===== config.mk =====
export PLATFORM = sky130hd
export DESIGN_NAME = cav_iq_demod
export DESIGN_NICKNAME = d
export VERILOG_FILES = /design/src/rtl/cav_iq_demod.sv
export SDC_FILE = /design/constraint.sdc
export NUM_CORES = 2
export LEC_CHECK = 0
export CORE_ASPECT_RATIO = 0.6
export CORE_MARGIN = 5
export CORE_UTILIZATION = 40
export DETAILED_ROUTE_END_ITERATION = 6
export SYNTH_ARGS = -nofsm -noshare
export SYNTH_HDL_FRONTEND = slang
export SYNTH_SLANG_ARGS = --single-unit

===== constraint.sdc =====
create_clock -name clk -period 8.93 [get_ports clk]
set_input_delay 1.786 -clock clk [delete_from_list [all_inputs] [get_ports clk]]
set_output_delay 1.786 -clock clk [all_outputs]
set_load 0.05 [all_outputs]

===== src/rtl/cav_iq_demod.sv =====
// Coherent IQ demodulator for the cavity sample stream.
// Each accepted sample is mixed with a cos/sin LO stepping RF_NUM/DEN of the
// sample rate. Products are integrated over one coherent frame of DEN samples,
// and one scaled, saturated I/Q pair is emitted per frame with a strobe.
module cav_iq_demod #(
  parameter int RF_NUM = 7,
  parameter int DEN    = 33,
  parameter int LO_AMP = 32767,
  parameter int ACC_W  = 40,
  parameter int SHIFT  = 17,
  parameter int OUT_W  = 18
) (
  input  logic             clk,
  input  logic             rst,
  input  logic             in_valid,
  input  logic [15:0]      in_data,
  input  logic             phase_reset,
  output logic [OUT_W-1:0] i_out,
  output logic [OUT_W-1:0] q_out,
  output logic             out_strobe,
  output logic             overflow
);

  localparam int  KW      = (DEN > 1) ? $clog2(DEN) : 1;
  localparam int  RF_STEP = RF_NUM % DEN;
  localparam real PI      = 3.14159265358979323846;

  localparam logic signed [ACC_W-1:0] OUT_MAX = {{(ACC_W-OUT_W+1){1'b0}}, {(OUT_W-1){1'b1}}};
  localparam logic signed [ACC_W-1:0] OUT_MIN = {{(ACC_W-OUT_W+1){1'b1}}, {(OUT_W-1){1'b0}}};

  // LO table entry, rounded half away from zero.
  function automatic logic signed [15:0] lo_entry(input int idx, input bit use_sin);
    real ang;
    real v;
    int  r;
    ang = 2.0 * PI * $itor(idx) / $itor(DEN);
    v   = use_sin ? $itor(LO_AMP) * $sin(ang) : $itor(LO_AMP) * $cos(ang);
    r   = (v >= 0.0) ? $rtoi(v + 0.5) : -$rtoi(0.5 - v);
    return 16'(r);
  endfunction

  function automatic logic signed [ACC_W-1:0] sext(input logic signed [31:0] p);
    return {{(ACC_W-32){p[31]}}, p};
  endfunction

  // Arithmetic shift: truncates toward minus infinity.
  function automatic logic signed [ACC_W-1:0] scale(input logic signed [ACC_W-1:0] a);
    return a >>> SHIFT;
  endfunction

  function automatic logic is_clip(input logic signed [ACC_W-1:0] v);
    return (v > OUT_MAX) || (v < OUT_MIN);
  endfunction

  function automatic logic signed [OUT_W-1:0] sat_out(input logic signed [ACC_W-1:0] v);
    if (v > OUT_MAX) return OUT_MAX[OUT_W-1:0];
    if (v < OUT_MIN) return OUT_MIN[OUT_W-1:0];
    return v[OUT_W-1:0];
  endfunction

  logic signed [15:0] cos_tab [DEN];
  logic signed [15:0] sin_tab [DEN];

  for (genvar g = 0; g < DEN; g++) begin : g_lo
    assign cos_tab[g] = lo_entry(g, 1'b0);
    assign sin_tab[g] = lo_entry(g, 1'b1);
  end

  logic [KW-1:0] k_q, k_d, n_q, n_d, k_sel;
  logic [KW:0]   k_sum;
  logic          last_sel;

  logic signed [15:0]      x_p0, cos_p0, sin_p0;
  logic                    last_p0, vld_p0;
  logic signed [31:0]      prod_i_p1, prod_q_p1;
  logic                    last_p1, vld_p1;
  logic signed [ACC_W-1:0] acc_i_q, acc_q_q;
  logic signed [ACC_W-1:0] sum_i_p2, sum_q_p2;
  logic                    vld_p2;
  logic signed [OUT_W-1:0] i_out_q, q_out_q;
  logic                    strobe_q, ovf_q;

  // Next LO index (modulo DEN without wrap-around) and next frame position.
  always_comb begin
    k_sum = {1'b0, k_q} + (KW+1)'(RF_STEP);
    k_d   = k_sum[KW-1:0];
    if (k_sum >= (KW+1)'(DEN)) k_d = KW'(k_sum - (KW+1)'(DEN));
    n_d   = (n_q == KW'(DEN-1)) ? '0 : n_q + KW'(1);
  end

  // A phase_reset sample is taken as sample 0 of a fresh frame.
  assign k_sel    = phase_reset ? '0 : k_q;
  assign last_sel = !phase_reset && (n_q == KW'(DEN-1));

  // Control path: LO phase, frame position, valids, outputs and sticky overflow.
  always_ff @(posedge clk) begin
    if (rst) begin
      k_q      <= '0;
      n_q      <= '0;
      vld_p0   <= 1'b0;
      vld_p1   <= 1'b0;
      vld_p2   <= 1'b0;
      strobe_q <= 1'b0;
      ovf_q    <= 1'b0;
      i_out_q  <= '0;
      q_out_q  <= '0;
    end else if (phase_reset) begin
      k_q      <= in_valid ? KW'(RF_STEP) : '0;
      n_q      <= in_valid ? KW'(1) : '0;
      vld_p0   <= in_valid;
      vld_p1   <= 1'b0;
      vld_p2   <= 1'b0;
      strobe_q <= 1'b0;
    end else begin
      if (in_valid) begin
        k_q <= k_d;
        n_q <= n_d;
      end
      vld_p0   <= in_valid;
      vld_p1   <= vld_p0;
      vld_p2   <= vld_p1 && last_p1;
      strobe_q <= vld_p2;
      if (vld_p2) begin
        i_out_q <= sat_out(scale(sum_i_p2));
        q_out_q <= sat_out(scale(sum_q_p2));
        ovf_q   <= ovf_q | is_clip(scale(sum_i_p2)) | is_clip(scale(sum_q_p2));
      end
    end
  end

  // Integrators: cleared on reset/phase restart and at every frame end.
  always_ff @(posedge clk) begin
    if (rst || phase_reset) begin
      acc_i_q <= '0;
      acc_q_q <= '0;
    end else if (vld_p1) begin
      if (last_p1) begin
        acc_i_q <= '0;
        acc_q_q <= '0;
      end else begin
        acc_i_q <= acc_i_q + sext(prod_i_p1);
        acc_q_q <= acc_q_q + sext(prod_q_p1);
      end
    end
  end

  // Datapath registers; qualified by the valids, so no reset.
  always_ff @(posedge clk) begin
    // p0: sample with its LO pair and frame-last flag
    x_p0      <= $signed(in_data);
    cos_p0    <= cos_tab[k_sel];
    sin_p0    <= sin_tab[k_sel];
    last_p0   <= last_sel;
    // p1: mixer products
    prod_i_p1 <= 32'(x_p0) * 32'(cos_p0);
    prod_q_p1 <= 32'(x_p0) * 32'(sin_p0);
    last_p1   <= last_p0;
    // p2: completed frame sum including the last product
    sum_i_p2  <= acc_i_q + sext(prod_i_p1);
    sum_q_p2  <= acc_q_q + sext(prod_q_p1);
  end

  assign i_out      = i_out_q;
  assign q_out      = q_out_q;
  assign out_strobe = strobe_q;
  assign overflow   = ovf_q;

endmodule


placement.png
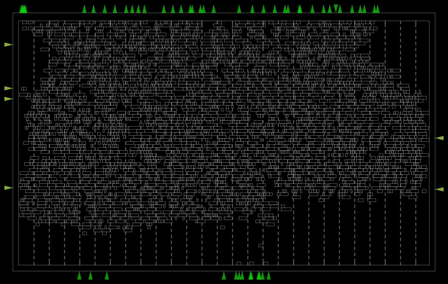
well tap count: 1079
Site Rows: 81
Fillers: 7980

flops_by_reg.png
Scale bar: 100 µm.
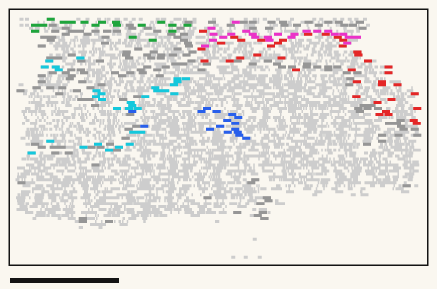
- blue: sin_p0 (placed flops 16; where middle)
- cyan: prod_i_p1 (placed flops 32)
- magenta: sum_q_p2 (placed flops 23)
- red: acc_q_q (placed flops 40; where top right)
- green: i_out (placed flops 18; where top left)
- not coloured: 164
sequential standard cell area: 0.005866 mm²
final core occ: 43.72%
fraction of area in registers: 16.40%

==> Slide: Implementation Results <==
Implementation Results

Status
  – Outcome: completed

Worst setup path
  – CP arrival: approximately 7.7 ns
  – Path type of the worst setup path: flop to flop
  – CP cell instances: nand2_1, fa_1, fa_1, fa_1, fa_1, inv_1, fa_1, fa_1, ha_1, and3_1, a221oi_2, o2111ai_1, o311a_1, a311o_1, a311oi_4, o311ai_2, a21o_1, a21oi_2, xnor2_1
  – R2R Setup Slk: about 1.8 ns
  – FF-to-FF Start: x_p0[9]$_DFF_P_
  – Req. time, crit path: between 9 and 10 ns
  – CP Capture Type: flop

Final layout
  – Non-Filler Instances: 4747
  – N_diodes: 3
  – Finished Cell Area: roughly 0.036 mm²
  – Leading cell kind: logic gates
  – Non-clock buffers: approximately 100
  – Non-clock inverter count in the final layout: between 500 and 600

Min path
  – Hold path depth: 0
  – Sink of the worst hold path: last_p1$_DFF_P_

Global routing
  – First-pass GRT wire length: 142200 µm
  – Largest net degree at the start of global routing: 50
  – Gr usage total: approximately a fifth

Synthesis
  – Register share after synthesis: roughly 18%
  – Post-Syn Area: between 0.03 and 0.04 mm²
  – Syn. warnings: 0
  – Aoi share: between 10 and 15%
  – Synthesized Nets: 4487
  – Main flop type: dfxtp_1

STA
  – Final period util: about 80%
  – RSZ-0062 raised after global routing: false
  – Final setup fails: 0
  – Measured slew at the worst slew-check pin: between 1 and 1.5 ns
  – Maximum clock frequency: about 140 MHz

Place
  – Placed Area: around 0.035 mm²
  – PortBufs: 57

Detailed routing
  – DR iter-0 viols: roughly 2100
  – Avg WL per Cell: roughly 18 µm
  – DRT Pass-1 Iters: 6
  – Via count: approximately 25000

Clocking
  – Post_cts resized: 0
  – CTS buffer count: 30

Floorplan
  – Die height: 232.9 µm
-- worst max path at each step --
stage                         start                    end  slack, ns  cells past startpoint
2_1_floorplan  sin_p0[1]$_SDFF_PP1_  prod_q_p1[30]$_DFF_P_       2.69                     20
3_3_place_gp        x_p0[9]$_DFF_P_  prod_q_p1[30]$_DFF_P_       1.91                     19
3_5_place_dp        x_p0[9]$_DFF_P_  prod_q_p1[30]$_DFF_P_       1.79                     19
4_1_cts             x_p0[9]$_DFF_P_  prod_q_p1[30]$_DFF_P_       1.73                     19
5_1_grt             x_p0[9]$_DFF_P_  prod_i_p1[25]$_DFF_P_       1.34                     19
6_report            x_p0[9]$_DFF_P_  prod_q_p1[30]$_DFF_P_       1.75                     19
-- state kept, by name, summed over array words and instances (netlist names) --
register    count
last_p1         1
sin_p0         16
acc_i_q        40
q_out          18
vld_p1          1
prod_q_p1      32
x_p0           16
vld_p0          1
sum_q_p2       23
last_p0         1
n_q             6
k_q             6
sum_i_p2       23
out_strobe      1
vld_p2          1
overflow        1
cos_p0         16
i_out          18
acc_q_q        40
prod_i_p1      32
-- worst register-to-register path: stages (launching register included) --
cell and delay [ns]:
dfxtp_1 1.01, nand2_1 0.19, fa_1 0.54, fa_1 0.59, fa_1 0.45, fa_1 0.57
inv_1 0.05, fa_1 0.49, fa_1 0.41, ha_1 0.33, and3_1 0.22, a221oi_2 0.29
o2111ai_1 0.15, o311a_1 0.17, a311o_1 0.48, a311oi_4 0.49, o311ai_2 0.18, a21o_1 0.21
a21oi_2 0.15, xnor2_1 0.12
-- metal layers --
layer | global-route usage [%] | vias up | share of wire, %
met5 | 0 | - | 0
met4 | 2.696 | 0 | 1.3
met3 | 4.919 | 76 | 9.0
met2 | 27.49 | 778 | 38
met1 | 32.21 | 12003 | 51
li1 | - | 11675 | -
